$ cat src/rtl/pipe_hazard_ctrl_pkg.sv
// Shared opcode constants and control types for the pipeline hazard controller.
// Branch/jump opcodes are kept here for the decode and EX stages that share this package.
package pipe_hazard_ctrl_pkg;

   typedef logic [4:0]  reg_addr_t;
   typedef logic [31:0] inst_addr_t;
   typedef logic [6:0]  opcode_t;

   localparam opcode_t OPC_LOAD   = 7'b0000011;
   localparam opcode_t OPC_BRANCH = 7'b1100011;
   localparam opcode_t OPC_JAL    = 7'b1101111;
   localparam opcode_t OPC_JALR   = 7'b1100111;

   typedef enum logic {
      RUN      = 1'b0,
      MDU_WAIT = 1'b1
   } ctrl_state_e;

endpackage

$ cat src/rtl/pipe_hazard_ctrl.sv
// Hold/flush/redirect control for PC, IF/ID and ID/EX: load-use bubbles, MDU waits
// with a watchdog, branch mispredict redirects and a saturating stall-cycle counter.
module pipe_hazard_ctrl
   import pipe_hazard_ctrl_pkg::*;
#(
   parameter int MDU_TIMEOUT = 64,
   parameter int CNT_W       = 32
) (
   input  logic              clk,
   input  logic              rst,
   input  opcode_t           ctrl_opcode_i,
   input  reg_addr_t         ex_addr_i,
   input  logic              ex_we_i,
   input  reg_addr_t         id_addr1_i,
   input  reg_addr_t         id_addr2_i,
   input  logic              id_re1_i,
   input  logic              id_re2_i,
   input  logic              ex_jump_i,
   input  logic              ex_jump_bp_i,
   input  inst_addr_t        ex_jump_addr_i,
   input  inst_addr_t        ex_pc_i,
   input  logic              ex_mdu_start_i,
   input  logic              ex_mdu_done_i,
   output logic              pc_hold_o,
   output logic              id_hold_flag_o,
   output logic              ex_hold_flag_o,
   output logic              id_scour_flag_o,
   output logic              ex_scour_flag_o,
   output logic              pc_jump_o,
   output inst_addr_t        pc_jump_addr_o,
   output logic              mdu_timeout_o,
   output logic [CNT_W-1:0]  stall_cnt_o,
   output ctrl_state_e       dbg_state_o
);

   localparam int WD_W = $clog2(MDU_TIMEOUT + 1);

   ctrl_state_e     state;
   logic [WD_W-1:0] wd_cnt;
   logic            mispredict;
   logic            load_use;
   logic            wd_expired;

   assign mispredict = (ex_jump_i != ex_jump_bp_i);
   assign wd_expired = (wd_cnt == WD_W'(MDU_TIMEOUT));
   // Writes to x0 are discarded, so a load targeting rd=0 never creates a dependency.
   assign load_use   = (ctrl_opcode_i == OPC_LOAD) && ex_we_i && (ex_addr_i != 5'd0) &&
                       ((id_re1_i && (id_addr1_i == ex_addr_i)) ||
                        (id_re2_i && (id_addr2_i == ex_addr_i)));
   assign dbg_state_o = state;

   always_comb begin
      pc_hold_o       = 1'b0;
      id_hold_flag_o  = 1'b0;
      ex_hold_flag_o  = 1'b0;
      id_scour_flag_o = 1'b0;
      ex_scour_flag_o = 1'b0;
      pc_jump_o       = 1'b0;
      pc_jump_addr_o  = '0;
      if (!rst) begin
         case (state)
            RUN: begin
               if (mispredict) begin
                  pc_jump_o       = 1'b1;
                  pc_jump_addr_o  = ex_jump_i ? ex_jump_addr_i : ex_pc_i + 32'd4;
                  id_scour_flag_o = 1'b1;
                  ex_scour_flag_o = 1'b1;
               end else if (ex_mdu_start_i) begin
                  pc_hold_o      = 1'b1;
                  id_hold_flag_o = 1'b1;
                  ex_hold_flag_o = 1'b1;
               end else if (load_use) begin
                  pc_hold_o       = 1'b1;
                  id_hold_flag_o  = 1'b1;
                  ex_scour_flag_o = 1'b1;
               end
            end
            MDU_WAIT: begin
               // EX is frozen here, so start and mispredict inputs are stale and ignored.
               if (!ex_mdu_done_i) begin
                  if (wd_expired) begin
                     ex_scour_flag_o = 1'b1;
                  end else begin
                     pc_hold_o      = 1'b1;
                     id_hold_flag_o = 1'b1;
                     ex_hold_flag_o = 1'b1;
                  end
               end
            end
            default: ;
         endcase
      end
   end

   always_ff @(posedge clk or posedge rst) begin
      if (rst) begin
         state         <= RUN;
         wd_cnt        <= '0;
         mdu_timeout_o <= 1'b0;
         stall_cnt_o   <= '0;
      end else begin
         case (state)
            RUN: begin
               if (!mispredict && ex_mdu_start_i) begin
                  state  <= MDU_WAIT;
                  wd_cnt <= WD_W'(1);
               end
            end
            MDU_WAIT: begin
               if (ex_mdu_done_i) begin
                  state  <= RUN;
                  wd_cnt <= '0;
               end else if (wd_expired) begin
                  state         <= RUN;
                  wd_cnt        <= '0;
                  mdu_timeout_o <= 1'b1;
               end else begin
                  wd_cnt <= wd_cnt + WD_W'(1);
               end
            end
            default: begin
               state  <= RUN;
               wd_cnt <= '0;
            end
         endcase
         if (pc_hold_o && (stall_cnt_o != {CNT_W{1'b1}})) begin
            stall_cnt_o <= stall_cnt_o + CNT_W'(1);
         end
      end
   end

endmodule

$ cat config.mk
export PLATFORM = sky130hd
export DESIGN_NAME = pipe_hazard_ctrl
export DESIGN_NICKNAME = d
export VERILOG_FILES = /design/src/rtl/pipe_hazard_ctrl_pkg.sv /design/src/rtl/pipe_hazard_ctrl.sv
export SDC_FILE = /design/constraint.sdc
export NUM_CORES = 1
export LEC_CHECK = 0
export ABC_AREA = 1
export CELL_PAD_IN_SITES_DETAIL_PLACEMENT = 0
export CELL_PAD_IN_SITES_GLOBAL_PLACEMENT = 2
export CORE_AREA = 2 2 138 140
export CTS_BUF_LIST = sky130_fd_sc_hd__clkbuf_2 sky130_fd_sc_hd__clkbuf_4 sky130_fd_sc_hd__clkbuf_8
export DETAILED_ROUTE_END_ITERATION = 16
export DIE_AREA = 0 0 140 142
export PLACE_DENSITY_LB_ADDON = 0.05
export SLEW_MARGIN = 20
export SYNTH_ARGS = -nofsm -noshare
export SYNTH_HDL_FRONTEND = slang
export SYNTH_SLANG_ARGS = --single-unit
$ cat constraint.sdc
create_clock -name clk -period 4.2 [get_ports clk]
set_clock_uncertainty 0.05 [all_clocks]
set_input_delay 0.84 -clock clk [delete_from_list [all_inputs] [get_ports clk]]
set_output_delay 0.84 -clock clk [all_outputs]
set_load 0.01 [all_outputs]
### Clock routing

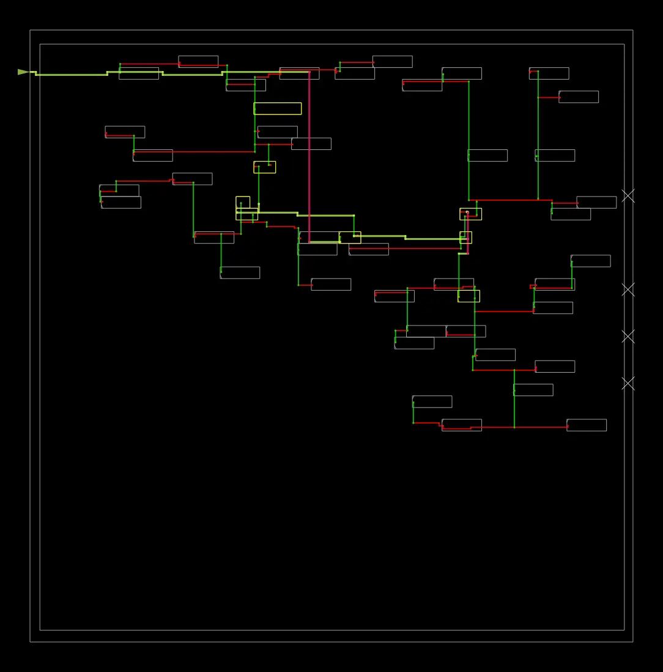
registers: 41
clock network power: 0.000347 W
clock buf count: 5
total clock buffers created by CTS: 5
total clock sinks: 41

### Metal layers overlaid

Only two layers are drawn.
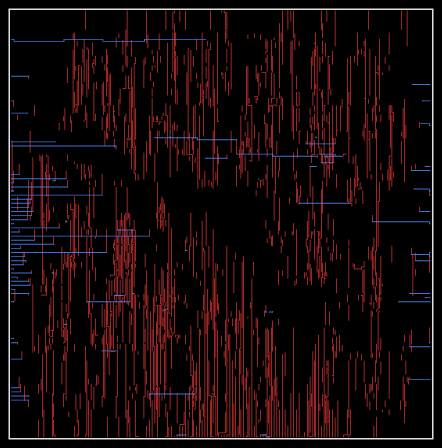
Blue shows M3, wire length 677 µm. Red shows M2, wire length 7,760 µm.

==> metal layers <==
metal,up-vias,GRT usage,share of wire
li1,2683,-,-
met1,2347,0.209,0.46
met2,102,0.289,0.48
met3,17,0.0299,0.042
met4,0,0.0362,0.017
met5,-,0,0
==> sequential cells by signal, summed over array words and instances (netlist names) <==
register / flops
stall_cnt_o: 32
wd_cnt: 7
dbg_state_o: 1
mdu_timeout_o: 1
==> cell type report <==
type                            count  area share
Clock buffer                        5      0.0108
Clock inverter                      3     0.00726
Inverter                          117      0.0689
Multi-Input combinational cell    583       0.433
Sequential cell                    41       0.161
Tap cell                          234      0.0459
Timing Repair Buffer              175       0.273
==> logic make-up after synthesis <==
family / Yosys count
XOR/XNOR: 27
adder cells (fa/ha/maj): 4
AND/OR/NAND/NOR: 514
buffers and inverters: 138
AND-OR/OR-AND: 38
flip-flops: 41
==> final timing paths <==
path | slack, ns | cells past startpoint | to | startpoint
max in group asynchronous | 2.59 | 3 | stall_cnt_o[5] | rst
min in group asynchronous | 1.10 | 3 | dbg_state_o | rst
setup reg to reg | 1.85 | 11 | stall_cnt_o[3] | wd_cnt[0]
hold / removal | 0.43 | 2 | mdu_timeout_o | mdu_timeout_o
setup / recovery | 0.11 | 11 | pc_jump_addr_o[29] | ex_pc_i[10]
hold reg to reg | 0.43 | 2 | mdu_timeout_o | mdu_timeout_o
==> worst max-delay path, delay by kind of cell <==
| family | cells | cell delay [ns] |
|---|---|---|
| buffers and inverters | 3 | 1.15 |
| AND/OR/NAND/NOR | 8 | 1.18 |
==> what timing repair did <==
action                     4_1_cts  5_1_grt
hold buffers                     0        0
setup endpoints to repair        0        8
gates resized                    0        6
setup buffers                    0        0
==> impl_report.txt <==
=== SYNTHESIS / PLACE & ROUTE SUMMARY ===
----------------------------------------------------
[Yosys]
  Biggest area consumer among synthesized cells ........................ sky130_fd_sc_hd__dfrtp_1
  Top cell type's share of synthesized area ........................ 0.236
  Instance count of the mapped netlist ........................ 762
  Predominant post-synthesis flop cell ........................ sky130_fd_sc_hd__dfrtp_1
  Count of distinct cell types in the synthesized netlist ........................ 35
  Number of storage elements in the synthesis netlist ........................ roughly 41
  Multiplexer share ........................ 0
  Area reported by Yosys stat ........................ approximately 4400 µm²
  Adder-cell share of the synthesized area ........................ 0.0115
  Aoi share ........................ 0.0483
  Most common cell in the netlist ........................ sky130_fd_sc_hd__nand2_1
  Synthesis warning total ........................ 0
  Number of flops mapped to enable cells by yosys ........................ 0
  Floorplan net count ........................ roughly 860
  Area of the mapped netlist ........................ 4350 µm²
  Cell area leaders ........................ sky130_fd_sc_hd__dfrtp_1, sky130_fd_sc_hd__nand2_1, sky130_fd_sc_hd__nor2_1, sky130_fd_sc_hd__inv_1, sky130_fd_sc_hd__nand3_1
  Cell count listed in synth_stat.txt ........................ between 700 and 800
  Average footprint of a synthesized cell ........................ 5.71 µm²
  Commonest cells in the netlist ........................ sky130_fd_sc_hd__nand2_1, sky130_fd_sc_hd__nor2_1, sky130_fd_sc_hd__inv_1

[Flow run]
  Stage-log warning count ........................ 28
  Maxcap violations ........................ 0

[Drt]
  Final routed wire length divided by cell count ........................ approximately 14 µm
  Sum of routed wire length over all layers ........................ 16,100 µm
  Post-detailed-route count of antenna-violating nets ........................ 0
  Router iterations before antenna repair ........................ 10
  Number of remaining DRC errors ........................ 4
  Count of routing violations after the opening detailed-route iteration ........................ ~210

[Cells and area]
  Number of filler cells placed in the layout ........................ 2,029
  Number of nets in the layout ........................ around 1,000
  Area growth from synthesis to layout ........................ 46.5%
  # diodes ........................ 0
  Final instance area ........................ 6370 µm²
  Ratio of cells with drive above 1 in the final layout ........................ 0.0487
  Number of standard cells in the final layout excluding fillers ........................ 1,158
  Storage cell area ........................ around 1000 µm²
  Combinational cell area excluding buffers and inverters ........................ roughly 2800 µm²
  Leading cell types in the layout, fill and taps excluded ........................ sky130_fd_sc_hd__nand2_1, sky130_fd_sc_hd__clkdlybuf4s50_1, sky130_fd_sc_hd__nor2_1
  Utilization after layout ........................ 0.345

[Critical path]
  Data required time at the worst endpoint ........................ 3.31 ns
  Delay contributed by the slowest stage of the critical path ........................ about 0.56 ns
  Critical-path cell list ........................ clkdlybuf4s50_1 -> nand2_1 -> nor2_1 -> nand2_1 -> nor2_2 -> nand2_1 -> or2_2 -> nand3_1 -> nand2_1 -> inv_1 -> clkdlybuf4s50_1
  Worst Path Class, Setup ........................ primary input to output port
  Most frequent CP cell ........................ sky130_fd_sc_hd__nand2_1
  Nature of the critical path startpoint ........................ primary input
  Max FO, Critical Path ........................ 4
  Nature of the critical path endpoint ........................ output port

[Final timing]
  Final tally of hold violations ........................ 0
  Worst-Margin Slew ........................ about 0.57 ns
  Min Tclk post-route ........................ just over 4 ns
  Final setup violating endpoints ........................ 0
  Fin Setup TNS ........................ 0 ns
  Max Clk Rate ........................ around 240 MHz
  Final critical-path setup slack ........................ between 0.1 and 0.15 ns
  Min Hold Slack ........................ 0.432 ns
  Ratio of final minimum period to clock period ........................ 0.974

[Power]
  Leakage power of the design ........................ 3.03 nW
  Sequential logic power ........................ approximately 0.00045 W
  Power Dens Cells ........................ a little under 200 nW/µm²
  Internal Power ........................ slightly above 0.0008 W
  Maximum VDD drop ........................ between 0.1 and 0.15 mV
  Sequential fraction of design power ........................ 0.360
  Overall power ........................ ~0.0013 W
  Sw Pwr ........................ around 0.00043 W
  Clk pwr share ........................ 0.277
  Logic power comb ........................ approximately 0.00046 W

[Clocking]
  Cell at the root of the clock tree ........................ sky130_fd_sc_hd__clkbuf_8
  Source-to-sink clock delay at the later pin of the worst-skew pair ........................ 0.31 ns
  CTS H-tree lvls ........................ 2
  Clock transition at the registers of the reported paths ........................ about 0.1 ns
  CTS tree ........................ built

[Floorplan]
  Die Wd ........................ between 100 and 150 µm
  Core outline area ........................ between 15,000 and 20,000 µm²
  Chip Footprint ........................ about 20,000 µm²
  Overall die height ........................ ~140 µm
  Number of rows in the core area ........................ ~50

[Placed design]
  Placed inst area ........................ about 6200 µm²
  Half-perimeter wire length after detailed placement ........................ ~13,000 µm
  Pre-CTS setup slack ........................ approximately 0.046 ns
  Port Buffer Count ........................ 166
  Number of instances in the placed design ........................ roughly 1,200

[Global route]
  Combined global-route utilization of all metal layers ........................ 0.163
  Maximum number of pins on one net before global-route repair ........................ around 50
  Via count of the first global-routing pass ........................ 5,113

[Outcome]
  Failing checks ........................ design-rule violations
  Status ........................ finished with violations

[Worst hold path]
  HP Class ........................ register to register

----------------------------------------------------
Power and IR drop assume default switching activity.
